gates.png
Scale: 2 px per um.
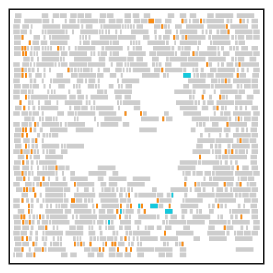
closeup.png
Window x 82 to 107, y 82 to 107 um. Cells in grey, sequential cells in the stronger grey; small squares are vias.
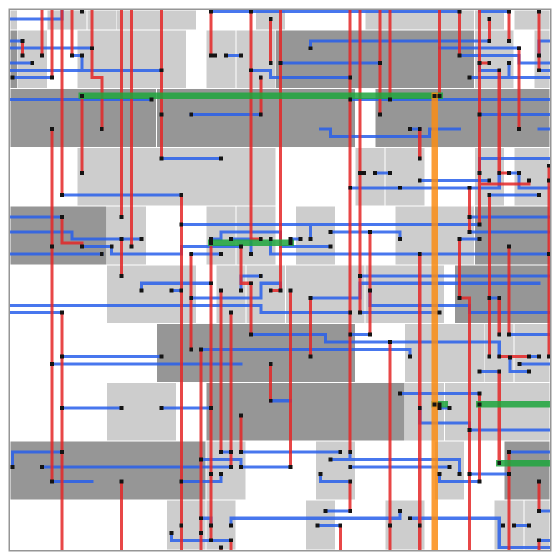
m1.png
Scale: 2 px per um.
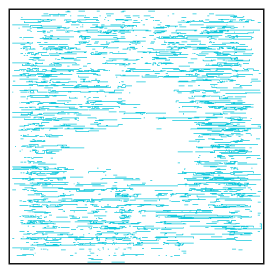
congestion_map.png
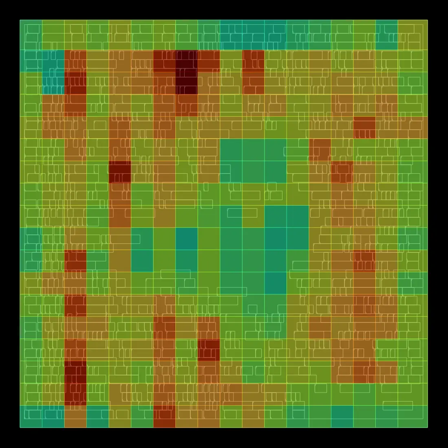
ff_map.png
Scale: 4 px per um.
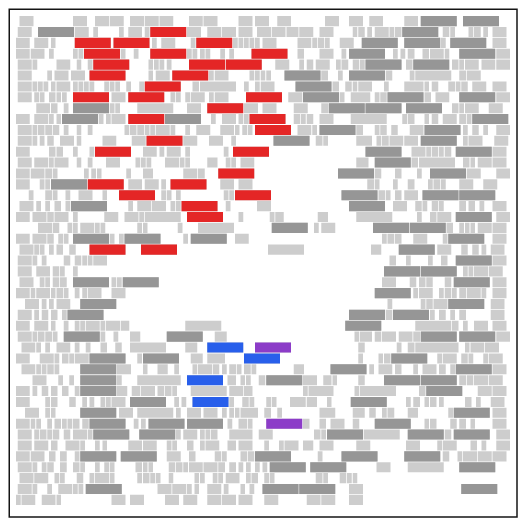
==> config.mk <==
export PLATFORM = sky130hd
export DESIGN_NAME = mem_port_arbiter
export DESIGN_NICKNAME = d
export VERILOG_FILES = /design/src/rtl/mem_port_arbiter.sv
export SDC_FILE = /design/constraint.sdc
export NUM_CORES = 1
export LEC_CHECK = 0
export ABC_AREA = 1
export CAP_MARGIN = 10
export CORE_UTILIZATION = 40
export DETAILED_ROUTE_END_ITERATION = 10
export GPL_TIMING_DRIVEN = 1
export HOLD_SLACK_MARGIN = 0.15
export PLACE_DENSITY = 0.77
export REMOVE_ABC_BUFFERS = 1
export SYNTH_ARGS = -nofsm -noshare
export SYNTH_HDL_FRONTEND = slang
export SYNTH_SLANG_ARGS = --single-unit
==> constraint.sdc <==
create_clock -name clk -period 5.4 [get_ports clk]
set_clock_uncertainty 0.15 [all_clocks]
set_input_delay 1.08 -clock clk [delete_from_list [all_inputs] [get_ports clk]]
set_output_delay 1.08 -clock clk [all_outputs]
set_load 0.03 [all_outputs]
==> results.cfg <==
; yosys + openroad results
[job]
maxCapViolations = 0

[sta]
rsz0062_at_grt = no
final_hold_viol_count = 0
period_needed_ps = 3190
setup_viol = 0

[global_route]
grt_pass1_wl_mm = 28.7
met3_usage_pct = 7.68
grt_busiest_layer = met2
grt_max_degree = 98

[power_and_ir_drop]
sw_frac_of_total_pct = 42.8
p_seq_share_pct = 30.6
power_density_nw_per_um2 = 613
max-vdd-ir-drop_uv = 252
power_leader = combinational logic
power.total_mw = 5.83

[clock_tree]
clk_path_buf_depth = 2
root_buffer = clkbuf_16

[worst_setup_path]
cp_slowest_cell = clkdlybuf4s50_1
crit_arrival_ps = 3410
crit_buf_inv = 2
cp-start-kind = input pin
crit_cells = 5

[drt]
wl_met2_mm = 7.90
routedWlPerCell_um = 14.4
met1_length_mm = 7.38
route.detailed.drc = 0
dr_wl_met3_mm = 1.60
top_layer_used = met4

[layout]
clock_area_share_pct = 6.25
fillers = 1317
signal_buffers = 274
buffer_area_share_pct = 28.7

[logic_synthesis]
synthTopCellsByCount = nand2_1, dfrtp_1, inv_1
simple_gate_share_pct = 25.7
ys_seq_share_pct = 56.5
netlist_instances = 750
aoi_share_pct = 6.41
yosys_area_um2 = 6200

[die]
dieHeight_um = 127

[placement]
place_inst = 1169
pre_cts_ws_ps = 1780
io_buffer_count = 267
place_area_um2 = 8920

[outcome]
status = finished, final reports clean
About gates.png:
legend:
  orange:
    family: inv cells
    cells: 111
    most_used: inv_1
    where: widely spread
  cyan:
    family: nor cells
    cells: 7
    most_used: nor2_1
    where: south
Commonest Layout Cell: clkdlybuf4s50_1
Comb area share: 21.3%
fin cells: 1201

About closeup.png:
legend:
  red:
    layer: M2
  blue:
    layer: M1
  orange:
    layer: M4
  green:
    layer: M3
sequential cells in the window: 7
most frequent: nand2_1 (7), dfrtp_1 (7)
cells with their middle in the window: 42

About m1.png:
longest straight run: 48.3 um
nets with wire on the layer: 974
main direction: horizontal
wire length on this layer: 7380 um
share of all routed wire: 43%
total number of vias: 5754
met1 usage: 29.1%
WL final: 17.3 mm

About congestion_map.png:
GRT Overall Usage: 23.1%
Util after Layout: 62.8%

About ff_map.png:
legend:
  red:
    name_in_the_netlist: mem_wdata
    sequential_cells: 32
  purple:
    name_in_the_netlist: state_q
    sequential_cells: 2
  blue:
    name_in_the_netlist: streak_q
    sequential_cells: 4
not coloured: 102
flop share of the area: 36.8%
Sequential Area: 3500 um^2
sequential power: 1.78 mW

Power and IR drop assume default switching activity.
